===== config.mk =====
export PLATFORM = sky130hd
export DESIGN_NAME = debounce_multi
export DESIGN_NICKNAME = d
export VERILOG_FILES = /design/src/rtl/debounce_pkg.sv /design/src/rtl/debounce_ch.sv /design/src/rtl/debounce_multi.sv
export SDC_FILE = /design/constraint.sdc
export NUM_CORES = 1
export LEC_CHECK = 0
export CAP_MARGIN = 25
export CORE_ASPECT_RATIO = 1.4
export CORE_MARGIN = 4
export CORE_UTILIZATION = 60
export CTS_CLUSTER_DIAMETER = 80
export DETAILED_ROUTE_END_ITERATION = 8
export PLACE_DENSITY = 0.78
export SLEW_MARGIN = 25
export SYNTH_ARGS = -nofsm -noshare
export SYNTH_HDL_FRONTEND = slang
export SYNTH_SLANG_ARGS = --single-unit

===== constraint.sdc =====
create_clock -name clk -period 3.6 [get_ports clk]
set_clock_uncertainty 0.15 [all_clocks]
set_input_delay 0.54 -clock clk [delete_from_list [all_inputs] [get_ports clk]]
set_output_delay 0.54 -clock clk [all_outputs]
set_load 0.05 [all_outputs]

===== src/rtl/debounce_pkg.sv =====
// Shared constants and helpers for the push-button / switch input blocks.
package debounce_pkg;

   // 1 ms of stability at 50 MHz
   localparam int DEB_STABLE_DEFAULT = 50000;
   // Long-press detection disabled
   localparam int DEB_LONG_DEFAULT   = 0;

   // Ceiling log2; deb_clog2(1) = 0
   function automatic int deb_clog2(input int value);
      int width;
      width = 0;
      for (int v = value - 1; v > 0; v = v >> 1) begin
         width = width + 1;
      end
      return width;
   endfunction

   // Width of a counter that must hold the values 0..max_count (never below 1)
   function automatic int deb_cnt_width(input int max_count);
      int width;
      width = deb_clog2(max_count + 1);
      return (width < 1) ? 1 : width;
   endfunction

   // Pin level of a released button: high for active-low wiring, low otherwise
   function automatic logic deb_idle_level(input bit active_low);
      return active_low ? 1'b1 : 1'b0;
   endfunction

endpackage


===== src/rtl/debounce_ch.sv =====
// One debounce channel: two-flop synchroniser, restartable stability counter,
// debounced level with registered rise/fall pulses and an optional hold
// counter producing a single long-press pulse.
module debounce_ch
   import debounce_pkg::*;
#(
   parameter int STABLE_CYCLES = DEB_STABLE_DEFAULT,
   parameter int LONG_CYCLES   = DEB_LONG_DEFAULT,
   parameter int ACTIVE_LOW    = 0
) (
   input  logic clk,
   input  logic rstn,
   input  logic btn_in,
   output logic btn_level,
   output logic btn_rise,
   output logic btn_fall,
   output logic btn_long
);

   localparam logic IDLE_PIN = deb_idle_level(ACTIVE_LOW != 0);
   localparam int   SW       = deb_cnt_width(STABLE_CYCLES);
   localparam logic [SW-1:0] STABLE_LAST = SW'(STABLE_CYCLES - 1);

   logic          sync1_reg;
   logic          sync2_reg;
   logic          s;
   logic [SW-1:0] stab_cnt_reg;
   logic [SW-1:0] stab_cnt_next;
   logic          level_reg;
   logic          level_next;
   logic          rise_reg;
   logic          fall_reg;
   logic          flip;

   // Synchroniser; resets to the released-pin level so release never looks like a press
   always_ff @(posedge clk) begin
      if (!rstn) begin
         sync1_reg <= IDLE_PIN;
         sync2_reg <= IDLE_PIN;
      end else begin
         sync1_reg <= btn_in;
         sync2_reg <= sync1_reg;
      end
   end

   assign s    = (ACTIVE_LOW != 0) ? ~sync2_reg : sync2_reg;
   assign flip = (s != level_reg) && (stab_cnt_reg == STABLE_LAST);

   // Next stability count and level: any agreement with the level restarts the count
   always_comb begin
      stab_cnt_next = stab_cnt_reg;
      level_next    = level_reg;
      if (s == level_reg) begin
         stab_cnt_next = '0;
      end else if (flip) begin
         stab_cnt_next = '0;
         level_next    = s;
      end else begin
         stab_cnt_next = stab_cnt_reg + 1'b1;
      end
   end

   // Level, count and edge-pulse registers; pulses coincide with the level change
   always_ff @(posedge clk) begin
      if (!rstn) begin
         stab_cnt_reg <= '0;
         level_reg    <= 1'b0;
         rise_reg     <= 1'b0;
         fall_reg     <= 1'b0;
      end else begin
         stab_cnt_reg <= stab_cnt_next;
         level_reg    <= level_next;
         rise_reg     <= flip & s;
         fall_reg     <= flip & ~s;
      end
   end

   assign btn_level = level_reg;
   assign btn_rise  = rise_reg;
   assign btn_fall  = fall_reg;

   generate
      if (LONG_CYCLES > 0) begin : g_long
         localparam int HW = deb_cnt_width(LONG_CYCLES);
         localparam logic [HW-1:0] HOLD_LAST = HW'(LONG_CYCLES - 1);
         localparam logic [HW-1:0] HOLD_SAT  = HW'(LONG_CYCLES);

         logic [HW-1:0] hold_cnt_reg;
         logic          long_reg;

         // Hold counter: cleared by a rise, counts while pressed, saturates after one pulse;
         // a release landing on the final count suppresses the pulse
         always_ff @(posedge clk) begin
            if (!rstn) begin
               hold_cnt_reg <= '0;
               long_reg     <= 1'b0;
            end else begin
               long_reg <= 1'b0;
               if (flip && s) begin
                  hold_cnt_reg <= '0;
               end else if (level_reg && (hold_cnt_reg != HOLD_SAT)) begin
                  hold_cnt_reg <= hold_cnt_reg + 1'b1;
                  if ((hold_cnt_reg == HOLD_LAST) && !flip) begin
                     long_reg <= 1'b1;
                  end
               end
            end
         end

         assign btn_long = long_reg;
      end else begin : g_no_long
         assign btn_long = 1'b0;
      end
   endgenerate

endmodule


===== src/rtl/debounce_multi.sv =====
// N-channel debouncer: independent debounce_ch instances sharing one clock/reset.
module debounce_multi
   import debounce_pkg::*;
#(
   parameter int N_CH          = 4,
   parameter int STABLE_CYCLES = DEB_STABLE_DEFAULT,
   parameter int LONG_CYCLES   = DEB_LONG_DEFAULT,
   parameter int ACTIVE_LOW    = 0
) (
   input  logic            clk,
   input  logic            rstn,
   input  logic [N_CH-1:0] btn_in,
   output logic [N_CH-1:0] btn_level,
   output logic [N_CH-1:0] btn_rise,
   output logic [N_CH-1:0] btn_fall,
   output logic [N_CH-1:0] btn_long
);

   // Reject illegal parameterisations at elaboration time
   generate
      if (N_CH < 1) begin : g_bad_n_ch
         $error("debounce_multi: N_CH must be >= 1");
      end
      if (STABLE_CYCLES < 1) begin : g_bad_stable
         $error("debounce_multi: STABLE_CYCLES must be >= 1");
      end
      if (LONG_CYCLES < 0) begin : g_bad_long
         $error("debounce_multi: LONG_CYCLES must be >= 0");
      end
      if ((ACTIVE_LOW != 0) && (ACTIVE_LOW != 1)) begin : g_bad_active_low
         $error("debounce_multi: ACTIVE_LOW must be 0 or 1");
      end
   endgenerate

   // One fully independent channel per input bit
   generate
      for (genvar gi = 0; gi < N_CH; gi++) begin : g_ch
         debounce_ch #(
            .STABLE_CYCLES (STABLE_CYCLES),
            .LONG_CYCLES   (LONG_CYCLES),
            .ACTIVE_LOW    (ACTIVE_LOW)
         ) u_ch (
            .clk       (clk),
            .rstn      (rstn),
            .btn_in    (btn_in[gi]),
            .btn_level (btn_level[gi]),
            .btn_rise  (btn_rise[gi]),
            .btn_fall  (btn_fall[gi]),
            .btn_long  (btn_long[gi])
         );
      end
   endgenerate

endmodule


==> run_1/layer_met1.png <==
Scale bar: 20 µm. Supply wires on this layer in grey.
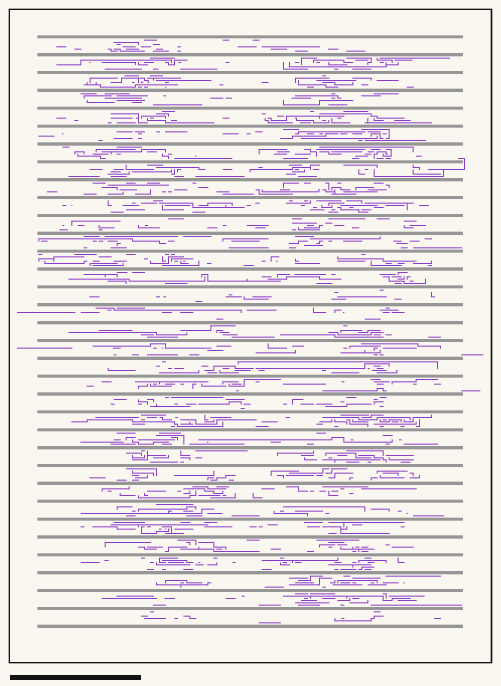
share of all routed wire	44%
wire length on this layer	2620 µm
main direction	horizontal
nets with wire on the layer	383
longest straight run	30.4 µm
vias: 2590
final wirelength: 5.95 mm
met1 Usage GRT: 0.205

==> run_1/congestion.png <==
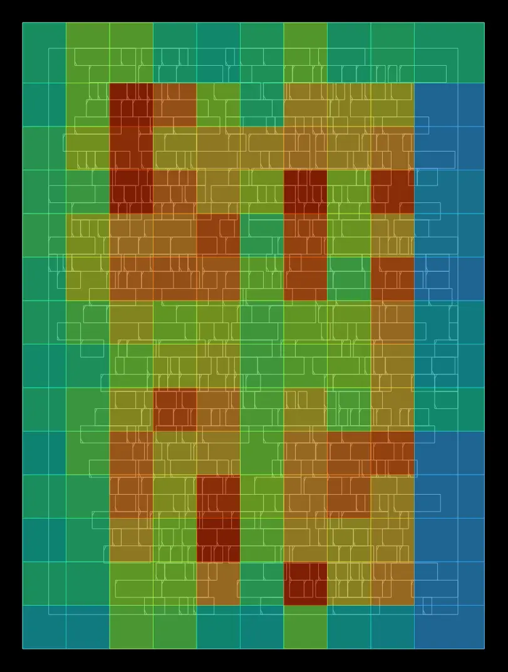
GR Util met2: 0.308
GRT met3 Usage: 0.0404
GRT Util Overall: 0.181
post-DR wirelength/cell: 12.5 µm

==> run_1/layer_met4.png <==
Scale bar: 20 µm. Supply wires on this layer in grey.
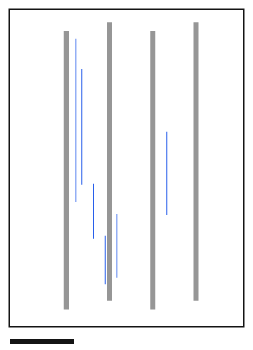
main direction	vertical
wire length on this layer	165 µm
share of all routed wire	2.8%

==> run_1/layer_met3.png <==
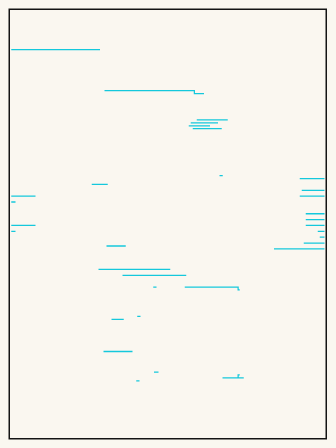
main direction	horizontal
nets with wire on the layer	24
wire length on this layer	193 µm
longest straight run	20.7 µm
share of all routed wire	3.2%

==> run 1: stage by stage <==
stage          total power [mW]  worst slack, ns  instances
6_report                   1.56             1.32        477
3_5_place_dp              0.991             1.03        462
5_1_grt                    1.61             1.24        477
3_3_place_gp              0.991             1.11        462
2_1_floorplan             0.986             1.67        397
4_1_cts                    1.57             1.30        477
==> run 1: worst reg2reg max path, delay by kind of cell, from the launching register on <==
kind | cells | cell delay [ns]
DFF | 1 | 0.36
and+or+nand+nor | 4 | 1.41
==> run 1: kinds of logic after synthesis <==
group / count (synthesis) / share of synthesized area
compound gates: 4 / 0.00736
other cells: 1 / 0.00105
fa+ha+maj: 4 / 0.0140
xor+xnor: 58 / 0.142
simple gates: 200 / 0.292
mux: 4 / 0.0112
flops: 84 / 0.471
buf+inv: 39 / 0.0610
==> results.cfg, run 1 <==
; generated from flow reports
[synthesis]
yosysWarnings = 0
yosysChipArea_mm2 = 0.00357
synthFlopType = dfxtp_1
synth_area_mm2 = 0.00357
synth_cell_types = 34
most_common_cell = dfxtp_1
ys_cells = 394
synth.top_cell.area_share = 0.471
edf_count = 0
async_flop_share = 0
top_area_cell = dfxtp_1
ys_ff = 84

[power]
p_switching_mw = 0.329
peakVddDrop_v = 0.000217
power_leader = registers
seq_cell_power_mw = 0.938
p_leak_nw = 1.15
comb_power_share = 0.020
p_int_mw = 1.23
power_frac_seq = 0.603
swShare = 0.211

[final_layout]
largest_class = logic gates
seq_area_mm2 = 0.00168
comb_share = 0.437
seq_share = 0.436
final_design_area_no_fill_mm2 = 0.00385
logic_gate_count = 274
lay_top_count = dfxtp_1
buf_share = 0.0441
num_antenna_cells = 0
num-nonclk-buffers = 17
comb_area_mm2 = 0.00168
clockBufferCount = 13
postLayoutCoreUtil = 0.662
area_delta_synth_final_pct = 7.95
drive_gt1_frac = 0.0442
nonClockInverterCount = 17
largest_reg_flops = 64

[grt]
antenna_found_initial = 0
busiest_layer = met2
gr-total-overflow = 0
grt_pass1_wl_mm = 10.5

[route]
via_per_inst = 5.43
remaining_drc_errors = 0
drt_iter0_markers = 155
routed-wl-met3_um = 192
drtPass1Iterations = 4
met2WireLength_mm = 2.97

[critical_path]
reg2reg_from = g_ch[2].u_ch.stab_cnt_reg[13]
timing_worst_setup_path_type = flip-flop to output pin
critPathBufInv = 1
cp-start-kind = flip-flop
cp_cell_sequence = clkdlybuf4s50_1
r2r-end = g_ch[2].u_ch.stab_cnt_reg[3]
crit_start = g_ch[1].u_ch.btn_level
worst-r2r-setup-slack_ns = 1.58
critPathSlowestCell = clkdlybuf4s50_1
path_max_fanout = 5
critical-path-top-delay-family = buffers and inverters
crit_path_max_incr_delay_ns = 0.83
cp.depth = 1
r2r_cells = 4

[floorplanning]
dieHeight_um = 99.3
design.die.area_mm2 = 0.00727
rows = 33
die_w_um = 73.2
taps = 70
core_mm2 = 0.00582
num_io_pins = 22
initial_core_util = 0.613

[placement]
port-buffer-count = 17
place_congestion = 0.812
dpl_cell_area_mm2 = 0.00369

[run]
maxCapViolCount = 0

[clock_network]
htreeDepth = 3
clock_latency_ns = 0.35
cts_tree = done
cts_made_buffers = 9
cts.sinks = 84
cts_setup_buffers = 0

[timing]
period_needed_ns = 2.28
rsz0062_at_grt = no
fin_hold_ws_ns = 0.280
slew_violations = 0
relSlewSlack = 0.596

[worst_hold_path]
hold_path_class = flip-flop to flip-flop
min_to = g_ch[3].u_ch.s

[run_status]
outcome = complete, no violations
==> run 2, diff against run 1 <==
Settings changed: CORE_UTILIZATION 60 to 58, PLACE_DENSITY 0.78 to 0.76.
Clock period 3.6 ns to 2.16 ns, I/O delays scaled along.
==> run_2/congestion.png <==
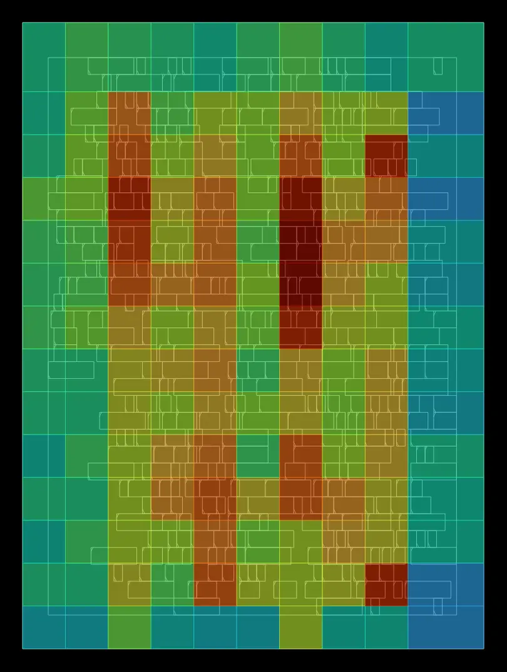
GRT Util Overall: 0.184
post-DR wirelength/cell: 12.5 µm
gr busiest metal: met2

==> run_2/layer_met2.png <==
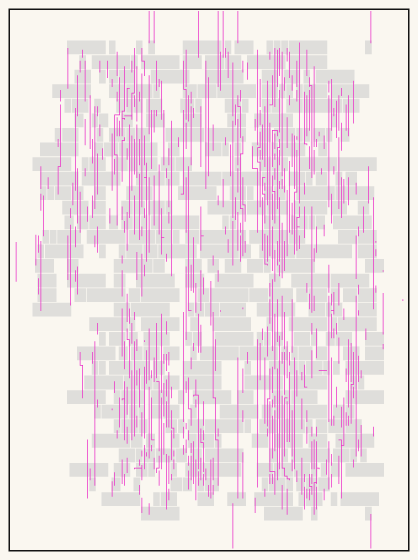
main direction	vertical
nets with wire on the layer	338
wire length on this layer	3090 µm
vias: 2555
GR Util met2: 0.318
final wirelength: 6.04 mm

==> results.cfg, run 2 <==
; generated from flow reports
[power]
peakVddDrop_v = 0.000396
power_leader = registers
power_frac_seq = 0.597
seq_cell_power_mw = 1.56
p_leak_nw = 1.18

[placement]
port-buffer-count = 17

[route]
drtPass1Iterations = 4
remaining_drc_errors = 0
via_per_inst = 5.28

[timing]
fin_hold_ws_ns = 0.286
relSlewSlack = 0.647
slew_violations = 0

[critical_path]
critical-path-top-delay-family = buffers and inverters
cp.depth = 1
timing_worst_setup_path_type = flip-flop to output pin
crit_start = g_ch[2].u_ch.btn_level
reg2reg_from = g_ch[2].u_ch.stab_cnt_reg[13]
path_max_fanout = 3
r2r-end = g_ch[2].u_ch.stab_cnt_reg[13]

[final_layout]
buf_share = 0.0551
final_design_area_no_fill_mm2 = 0.00391
largest_reg_flops = 64
nonClockInverterCount = 17
num_antenna_cells = 0
num-nonclk-buffers = 23
comb_share = 0.431
comb_area_mm2 = 0.00168
area_delta_synth_final_pct = 9.39
largest_class = logic gates
lay_top_count = dfxtp_1

[grt]
grt_pass1_wl_mm = 10.8
antenna_found_initial = 0
gr-total-overflow = 0

[run_status]
outcome = complete, no violations

[synthesis]
yosysChipArea_mm2 = 0.00357
synth_cell_types = 34
yosysWarnings = 0
synth_area_mm2 = 0.00357
synthFlopType = dfxtp_1
ys_ff = 84
async_flop_share = 0
edf_count = 0
ys_cells = 394

[clock_network]
cts_made_buffers = 9

[floorplanning]
design.die.area_mm2 = 0.00749
taps = 70
rows = 33
## run 2: cell families after synthesis
family / share of synthesized area
AOI/OAI and AO/OA: 0.00736
xor gates and xnor gates: 0.142
adders and majority gates: 0.0140
buffers and inverters: 0.0610
DFF: 0.471
muxes: 0.0112
other: 0.00105
and+or+nand+nor: 0.292
## run 2: metal layers
metal  wire, µm  vias to the layer above  track usage
met1       2660                     1175        0.211
met5          0                        -            0
met2       3090                       23        0.318
li1           -                     1348            -
met3        156                        9       0.0369
met4        126                        0       0.0932
## run 2: metrics by stage
stage	util	worst slack, ns	instances
floorplan	-	0.226	397
global placement	0.632	0.219	468
detailed placement	0.632	0.197	468
CTS	0.662	0.0674	484
global route	0.662	0.0316	484
finish	0.662	0.0835	484
==> run 3, diff against run 2 <==
Settings changed: SLEW_MARGIN 25 to unset.
==> run_3/layer_met3.png <==
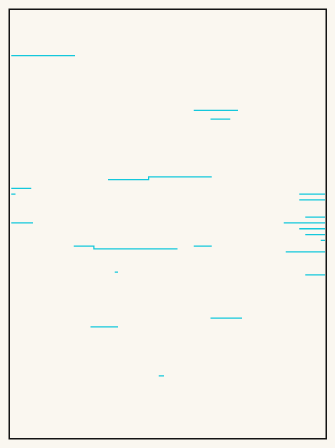
longest straight run	19.5 µm
share of all routed wire	2.6%
GRT met3 Usage: 0.0369

==> results.cfg, run 3 <==
; generated from flow reports
[final_layout]
clockBufferCount = 9
num-nonclk-buffers = 23
num_antenna_cells = 0
seq_area_mm2 = 0.00168
lay_top_count = dfxtp_1
drive_gt1_frac = 0.0652
nonClockInverterCount = 17
comb_share = 0.431
comb_area_mm2 = 0.00168
largest_reg_flops = 64
final_design_area_no_fill_mm2 = 0.00391
largest_class = logic gates

[synthesis]
synth.mux.area_fraction = 0.0112
ys_cells = 394
simple_gate_share = 0.292
synthXorXnorAreaFrac = 0.142
logic_family = simple AND/OR/NAND/NOR gates
most_common_cell = dfxtp_1
synth_cell_types = 34
async_flop_share = 0
synthFlopType = dfxtp_1
aoi_share = 0.00736
synth_area_mm2 = 0.00357

[grt]
met2_usage = 0.318
grt_pass1_wl_mm = 10.8
gr-total-overflow = 0
antenna_found_initial = 0
grt_use_total = 0.184

[clock_network]
clock_latency_ns = 0.36
cts_tree = done
cts.sinks = 84
cts_made_buffers = 9

[floorplanning]
num_io_pins = 22
dieHeight_um = 101
die_w_um = 74.3
core_mm2 = 0.00590
rows = 33

[placement]
dpl_cell_area_mm2 = 0.00373
place_inst = 468
place_congestion = 0.859
port-buffer-count = 17
dpl_worst_slack_ns = 0.197

[route]
drt_iter0_markers = 163
routed-wl-met3_um = 156
post_drt_wl_per_cell_um = 12.5
drtPass1Iterations = 4
remaining_drc_errors = 0

[critical_path]
cp_cell_sequence = clkdlybuf4s50_1
critical-path-top-delay-family = buffers and inverters
r2r_cells = 4

[power]
finalPower_mw = 2.62
peakVddDrop_v = 0.000396

[run_status]
outcome = complete, no violations
==> run_3/congestion.png <==
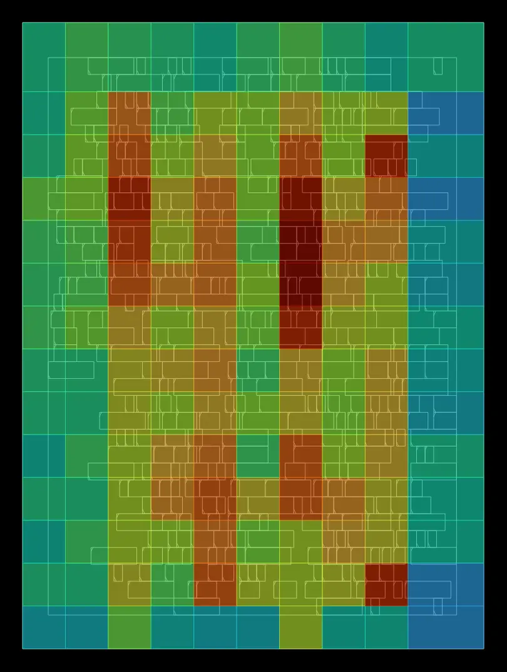
met1 Usage GRT: 0.211
final core utilization: 0.662

-- run 3: worst max path at each step --
stage / from / end / cells after the start
final: g_ch[2].u_ch.btn_level / btn_level[2] / 1
after global routing: g_ch[1].u_ch.btn_level / btn_level[1] / 1
after CTS: g_ch[2].u_ch.btn_level / btn_level[2] / 1
after detailed placement: g_ch[2].u_ch.stab_cnt_reg[13] / g_ch[2].u_ch.stab_cnt_reg[3] / 4
after global placement: g_ch[2].u_ch.stab_cnt_reg[13] / g_ch[2].u_ch.stab_cnt_reg[6] / 4
after floorplan: g_ch[2].u_ch.stab_cnt_reg[13] / g_ch[2].u_ch.stab_cnt_reg[15] / 5
-- run 3: where the power goes --
group / total, mW / internal [mW] / switching (mW)
registers: 1.56 / 1.56 / 0.00678
clock network: 1.00 / 0.421 / 0.580
logic: 0.0558 / 0.0195 / 0.0362
No activity file was given, so power comes from the tool's default toggle rates.
